**src/rtl/grey_dec_counter_if.sv**
```systemverilog
`default_nettype none
// ============================================================================
// Module   : grey_dec_counter_if
// Brief    : Control/status bundle for the multi-digit single-bit-change
//            decimal counter.
// Revision : 1.0 - initial release
// ============================================================================
interface grey_dec_counter_if #(
    parameter int DIGITS = 9
);
    logic                  i_clr;
    logic                  i_en;
    logic                  i_up;
    logic                  i_load;
    logic [5*DIGITS-1:0]   i_load_val;
    logic [5*DIGITS-1:0]   o_count;
    logic                  o_tc;
    logic                  o_wrap;
    logic                  o_load_err;

    modport master (
        output i_clr,
        output i_en,
        output i_up,
        output i_load,
        output i_load_val,
        input  o_count,
        input  o_tc,
        input  o_wrap,
        input  o_load_err
    );

    modport slave (
        input  i_clr,
        input  i_en,
        input  i_up,
        input  i_load,
        input  i_load_val,
        output o_count,
        output o_tc,
        output o_wrap,
        output o_load_err
    );
endinterface
`default_nettype wire

```
**src/rtl/grey_dec_counter.sv**
```systemverilog
`default_nettype none
// ============================================================================
// Module   : grey_dec_counter
// Brief    : Parametrised up/down decimal counter, each digit held in a 5-bit
//            single-bit-change code; load sanitising, wrap or saturate.
// Revision : 1.0 - initial release
// ============================================================================
module grey_dec_counter #(
    parameter int DIGITS   = 9,
    parameter bit SATURATE = 1'b0
) (
    input  logic                  i_clk,
    input  logic                  i_rst_n,
    grey_dec_counter_if.slave     bus
);

    localparam logic [4:0] C_D0 = 5'b00000;
    localparam logic [4:0] C_D1 = 5'b00001;
    localparam logic [4:0] C_D2 = 5'b00011;
    localparam logic [4:0] C_D3 = 5'b00010;
    localparam logic [4:0] C_D4 = 5'b00110;
    localparam logic [4:0] C_D5 = 5'b00100;
    localparam logic [4:0] C_D6 = 5'b01100;
    localparam logic [4:0] C_D7 = 5'b01000;
    localparam logic [4:0] C_D8 = 5'b11000;
    localparam logic [4:0] C_D9 = 5'b10000;

    function automatic logic f_is_legal(input logic [4:0] d);
        case (d)
            C_D0, C_D1, C_D2, C_D3, C_D4,
            C_D5, C_D6, C_D7, C_D8, C_D9: f_is_legal = 1'b1;
            default:                      f_is_legal = 1'b0;
        endcase
    endfunction

    // Unknown codes fall back to zero so a corrupted digit self-heals.
    function automatic logic [4:0] f_inc(input logic [4:0] d);
        case (d)
            C_D0:    f_inc = C_D1;
            C_D1:    f_inc = C_D2;
            C_D2:    f_inc = C_D3;
            C_D3:    f_inc = C_D4;
            C_D4:    f_inc = C_D5;
            C_D5:    f_inc = C_D6;
            C_D6:    f_inc = C_D7;
            C_D7:    f_inc = C_D8;
            C_D8:    f_inc = C_D9;
            C_D9:    f_inc = C_D0;
            default: f_inc = C_D0;
        endcase
    endfunction

    function automatic logic [4:0] f_dec(input logic [4:0] d);
        case (d)
            C_D0:    f_dec = C_D9;
            C_D1:    f_dec = C_D0;
            C_D2:    f_dec = C_D1;
            C_D3:    f_dec = C_D2;
            C_D4:    f_dec = C_D3;
            C_D5:    f_dec = C_D4;
            C_D6:    f_dec = C_D5;
            C_D7:    f_dec = C_D6;
            C_D8:    f_dec = C_D7;
            C_D9:    f_dec = C_D8;
            default: f_dec = C_D0;
        endcase
    endfunction

    logic [5*DIGITS-1:0] r_count;
    logic                r_wrap;
    logic                r_load_err;

    logic [DIGITS-1:0]   w_is9;
    logic [DIGITS-1:0]   w_is0;
    logic [DIGITS-1:0]   w_illegal;
    logic [DIGITS:0]     w_all9_below;
    logic [DIGITS:0]     w_all0_below;
    logic [5*DIGITS-1:0] w_step;
    logic [5*DIGITS-1:0] w_sanitised;
    logic                w_boundary;
    logic                w_any_illegal;

    generate
        for (genvar k = 0; k < DIGITS; k++) begin : g_digit
            logic [4:0] w_d;
            logic [4:0] w_ld;

            assign w_d          = r_count[5*k +: 5];
            assign w_ld         = bus.i_load_val[5*k +: 5];
            assign w_is9[k]     = (w_d == C_D9);
            assign w_is0[k]     = (w_d == C_D0);
            assign w_illegal[k] = !f_is_legal(w_ld);
            assign w_sanitised[5*k +: 5] = w_illegal[k] ? C_D0 : w_ld;

            // A digit moves only when every lower digit is rolling over.
            assign w_step[5*k +: 5] = bus.i_up
                ? (w_all9_below[k] ? f_inc(w_d) : w_d)
                : (w_all0_below[k] ? f_dec(w_d) : w_d);
        end
    endgenerate

    always_comb begin
        w_all9_below    = '0;
        w_all0_below    = '0;
        w_all9_below[0] = 1'b1;
        w_all0_below[0] = 1'b1;
        for (int k = 0; k < DIGITS; k++) begin
            w_all9_below[k+1] = w_all9_below[k] & w_is9[k];
            w_all0_below[k+1] = w_all0_below[k] & w_is0[k];
        end
    end

    assign w_boundary    = bus.i_up ? w_all9_below[DIGITS] : w_all0_below[DIGITS];
    assign w_any_illegal = |w_illegal;

    always_ff @(posedge i_clk or negedge i_rst_n) begin
        if (!i_rst_n) begin
            r_count    <= '0;
            r_wrap     <= 1'b0;
            r_load_err <= 1'b0;
        end else if (bus.i_clr) begin
            r_count    <= '0;
            r_wrap     <= 1'b0;
            r_load_err <= 1'b0;
        end else if (bus.i_load) begin
            r_count    <= w_sanitised;
            r_wrap     <= 1'b0;
            r_load_err <= w_any_illegal;
        end else if (bus.i_en) begin
            // In wrap mode the natural carry/borrow already lands on all-0/all-9.
            if (!(SATURATE && w_boundary)) begin
                r_count <= w_step;
            end
            r_wrap     <= w_boundary;
            r_load_err <= 1'b0;
        end else begin
            r_wrap     <= 1'b0;
            r_load_err <= 1'b0;
        end
    end

    assign bus.o_count    = r_count;
    assign bus.o_tc       = w_boundary;
    assign bus.o_wrap     = r_wrap;
    assign bus.o_load_err = r_load_err;

endmodule
`default_nettype wire

```
**src/flat_wrapper.sv**
```systemverilog
// flat-port wrapper written by rule: the top's interface ports become plain ports
module grey_dec_counter_flat 
#(
    parameter int DIGITS   = 9,
    parameter bit SATURATE = 1'b0
)
  (i_clk, i_rst_n, bus_i_clr, bus_i_en, bus_i_up, bus_i_load, bus_i_load_val, bus_o_count, bus_o_tc, bus_o_wrap, bus_o_load_err);
  grey_dec_counter_if #(.DIGITS(DIGITS)) bus_i ();
  input  logic i_clk;
  input  logic i_rst_n;
  input wire logic [$bits(bus_i.i_clr)-1:0] bus_i_clr;
  input wire logic [$bits(bus_i.i_en)-1:0] bus_i_en;
  input wire logic [$bits(bus_i.i_up)-1:0] bus_i_up;
  input wire logic [$bits(bus_i.i_load)-1:0] bus_i_load;
  input wire logic [$bits(bus_i.i_load_val)-1:0] bus_i_load_val;
  output wire logic [$bits(bus_i.o_count)-1:0] bus_o_count;
  output wire logic [$bits(bus_i.o_tc)-1:0] bus_o_tc;
  output wire logic [$bits(bus_i.o_wrap)-1:0] bus_o_wrap;
  output wire logic [$bits(bus_i.o_load_err)-1:0] bus_o_load_err;
  assign bus_i.i_clr = bus_i_clr;
  assign bus_i.i_en = bus_i_en;
  assign bus_i.i_up = bus_i_up;
  assign bus_i.i_load = bus_i_load;
  assign bus_i.i_load_val = bus_i_load_val;
  assign bus_o_count = bus_i.o_count;
  assign bus_o_tc = bus_i.o_tc;
  assign bus_o_wrap = bus_i.o_wrap;
  assign bus_o_load_err = bus_i.o_load_err;
  grey_dec_counter #(.DIGITS(DIGITS), .SATURATE(SATURATE)) u_core (.i_clk(i_clk), .i_rst_n(i_rst_n), .bus(bus_i));
endmodule
```
**config.mk**
```make
export PLATFORM = sky130hd
export DESIGN_NAME = grey_dec_counter_flat
export DESIGN_NICKNAME = d
export VERILOG_FILES = /design/src/rtl/grey_dec_counter_if.sv /design/src/rtl/grey_dec_counter.sv /design/src/flat_wrapper.sv
export SDC_FILE = /design/constraint.sdc
export NUM_CORES = 1
export LEC_CHECK = 0
export ABC_CLOCK_PERIOD_IN_PS = 3410
export CAP_MARGIN = 20
export CORE_MARGIN = 4
export CORE_UTILIZATION = 40
export CTS_CLUSTER_DIAMETER = 120
export CTS_CLUSTER_SIZE = 16
export DETAILED_ROUTE_END_ITERATION = 12
export HOLD_SLACK_MARGIN = 0.06
export MAX_ROUTING_LAYER = met4
export PLACE_DENSITY_LB_ADDON = 0.15
export SYNTH_ARGS = -nofsm -noshare
export SYNTH_HDL_FRONTEND = slang
export SYNTH_SLANG_ARGS = --single-unit
```
**constraint.sdc**
```tcl
create_clock -name i_clk -period 3.41 [get_ports i_clk]
set_clock_uncertainty 0.05 [all_clocks]
set_input_delay 0.5115 -clock i_clk [delete_from_list [all_inputs] [get_ports i_clk]]
set_output_delay 0.5115 -clock i_clk [all_outputs]
set_load 0.05 [all_outputs]
```
### Layout detail

Window x 35 to 75, y 35 to 75 µm. Cells in gray, sequential cells in the stronger gray; small squares are vias.
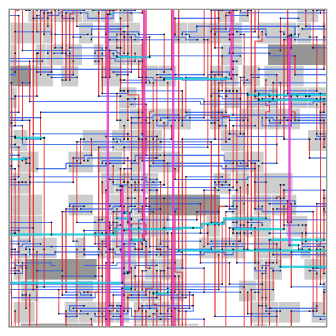
[metal 3] cyan
[metal 4] magenta
[metal 2] red
[metal 1] blue
most frequent: nor2_1 (12), nor3_1 (11), nand4_1 (9)
sequential cells in the window: 3
cells with their middle in the window: 129
netlist names of flops here include: u_core.bus.o_count (3)

### Clock nets

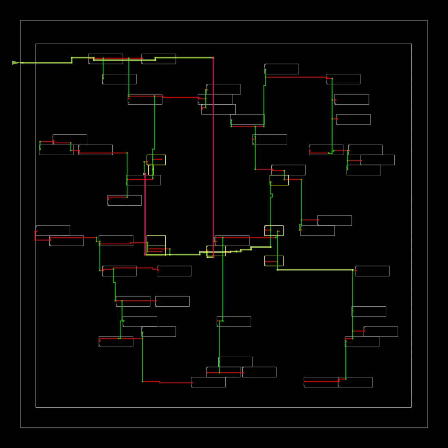
Clock group: 393 µW
CTS sink cnt: 47

### Clock wires, drivers and flops

Bar = 20 µm.
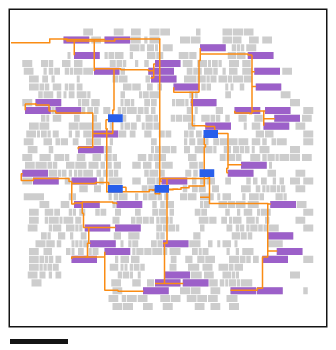
[clock wires] orange | length: 763 µm
[flip-flops] purple | count: 47
[clock drivers] blue | count: 5
routed clock nets: 6

### M3 wires

Cells faint in the background.
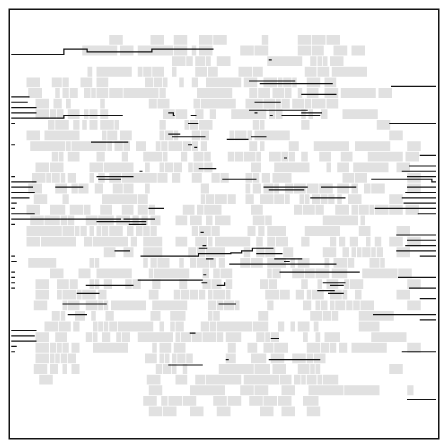
nets with wire on the layer: 102
longest straight run: 27.8 µm
main direction: horizontal
wire length on this layer: 815 µm
share of all routed wire: 6.0%

### Signal metal coverage by tile

Bar = 20 µm. 22 x 22 tiles, from white (low) to dark blue (high), scaled to the fullest tile. Values are wire area over tile area, all layers added.
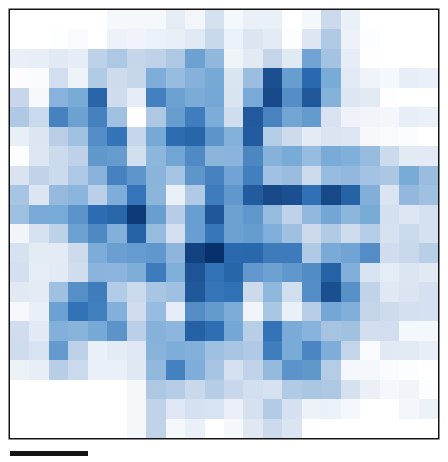
tiles over half the peak: 23%
emptiest ninth of the die: north-east
fullest tile: 0.58
mean over tiles: 0.18

==> flow_metrics.env <==
# yosys + openroad results
export IMPL_yosys_warnings=0
export IMPL_ff2ff_path_depth=5
export IMPL_gp_congestion=0.8998
export IMPL_seq_power_share_pct=38.2
export IMPL_place_ws_ns=0.5950
export IMPL_layout_drive_gt1_share_pct=7.504
export IMPL_cts_buffers=5
export IMPL_crit_start="u_core.bus.o_count[0]"
export IMPL_ys_ff=47
export IMPL_cp_endpoint="bus_o_tc"
export IMPL_final_core_util_pct=53.66
export IMPL_critical_path_class="reg -> out"
export IMPL_cpMaxStageDelayCell="nor4_4"
export IMPL_synthTopCellsByArea="dfrtp_1, nor2_1, a21oi_1, nor3_1, nand2_1"
export IMPL_clk_pin_slew_ns=0.09
export IMPL_initial_core_util_pct=41.72
export IMPL_r2r_start="u_core.bus.o_count[11]"
export IMPL_buffers=109
export IMPL_cp_buffers_inverters=1
export IMPL_grt_use_met1_pct=32.83
export IMPL_comb_power_share_pct=39.6
export IMPL_num_nonclk_inverters=7
export IMPL_startpoint_type="register"
export IMPL_met2_length_um=6342
export IMPL_rsz0062_at_grt="false"
export IMPL_power_total_mw=1.770
export IMPL_dieArea_um2=12030
export IMPL_cts_hold_buf=0
export IMPL_fp_nets=584
export IMPL_switching_share_pct=40.07
export IMPL_routed_wl_um=13660
export IMPL_yosys_area_share_aoi_pct=26.27
export IMPL_overflow=0
export IMPL_netlist_instances=533
export IMPL_wl_per_cell_um=18.32
export IMPL_netlist_cell_type_count=64
export IMPL_worstPathArrival_ns=2.52
export IMPL_sh_seq_area_pct=22.12
export IMPL_lay_top_count="clkdlybuf4s50_1"
export IMPL_end_kind="primary output"
export IMPL_syn_avg_cell_area_um2=7.756
export IMPL_cts_tree="built"
export IMPL_rows=36
export IMPL_grt_busiest_layer="met2"
export IMPL_clkPwrFrac_pct=22.2
export IMPL_p_comb_uw=701
export IMPL_top_logic_kind="simple AND/OR/NAND/NOR gates"
export IMPL_nFillCells=962
export IMPL_worstPathRequired_ns=2.85
export IMPL_ys_async_sr_fraction_pct=100.0
export IMPL_outcome="finished clean"
export IMPL_hold_path_class="in -> async"
export IMPL_grt_pass1_wl_um=22400
export IMPL_edf_count=0
export IMPL_wl_met1_um=6221
export IMPL_cp_max_fo=7
export IMPL_clkbuf_count=8
export IMPL_crit_chain="nor4_4 -> nand4_1 -> nor3_1 -> nand3_1 -> a21oi_1 -> buf_12"
export IMPL_most_common_cell="nor2_1"
export IMPL_grt_total_usage_pct=23.99
export IMPL_post_cts_buffers=0
export IMPL_synthMuxAreaShare_pct=4.570
export IMPL_die_width_um=109.7
export IMPL_met2_usage_pct=36.92
export IMPL_tns_ns=0
export IMPL_power_switching_uw=709.1
export IMPL_warnings=26
export IMPL_cts_resized=0
export IMPL_synthTopCellsByCount="nor2_1, dfrtp_1, nand2_1"
export IMPL_crit_family="simple AND/OR/NAND/NOR gates"
export IMPL_comb_cells=442
export IMPL_simple_gate_share_pct=33.26
export IMPL_met3_usage_pct=3.288
export IMPL_design_area_um2=5318
export IMPL_p_leak_nw=1.999
export IMPL_ys_area_um2=4134
export IMPL_fin_cells=746
export IMPL_hold_viol=0
export IMPL_logic_area_um2=2790
export IMPL_dr_total_vias=4661
export IMPL_slew_viol_final=0
export IMPL_flops=47
export IMPL_grt_max_degree=66
export IMPL_p_per_area_nw_per_um2=332.8
export IMPL_power_leader="combinational cells"
export IMPL_placed_cell_area_um2=5218
export IMPL_mappedNetlistArea_um2=4134
export IMPL_nWellTaps=133
export IMPL_largest_area_cell="dfrtp_1"
export IMPL_syn2layout_area_growth_pct=28.63
export IMPL_post_route_period_util_pct=90.24
export IMPL_viasPerCell=6.248
export IMPL_nNetsFinal=663
export IMPL_clock_latency_ns=0.31
export IMPL_largest_class="logic gates"
export IMPL_r2r_end="u_core.bus.o_count[32]"
export IMPL_drt_antenna_violating_nets=0
export IMPL_largest_reg_flops=45
export IMPL_wl_met3_um=814
export IMPL_drtIter0Drc=392
Power figures rest on the tool's default switching activity, not on a simulated workload.
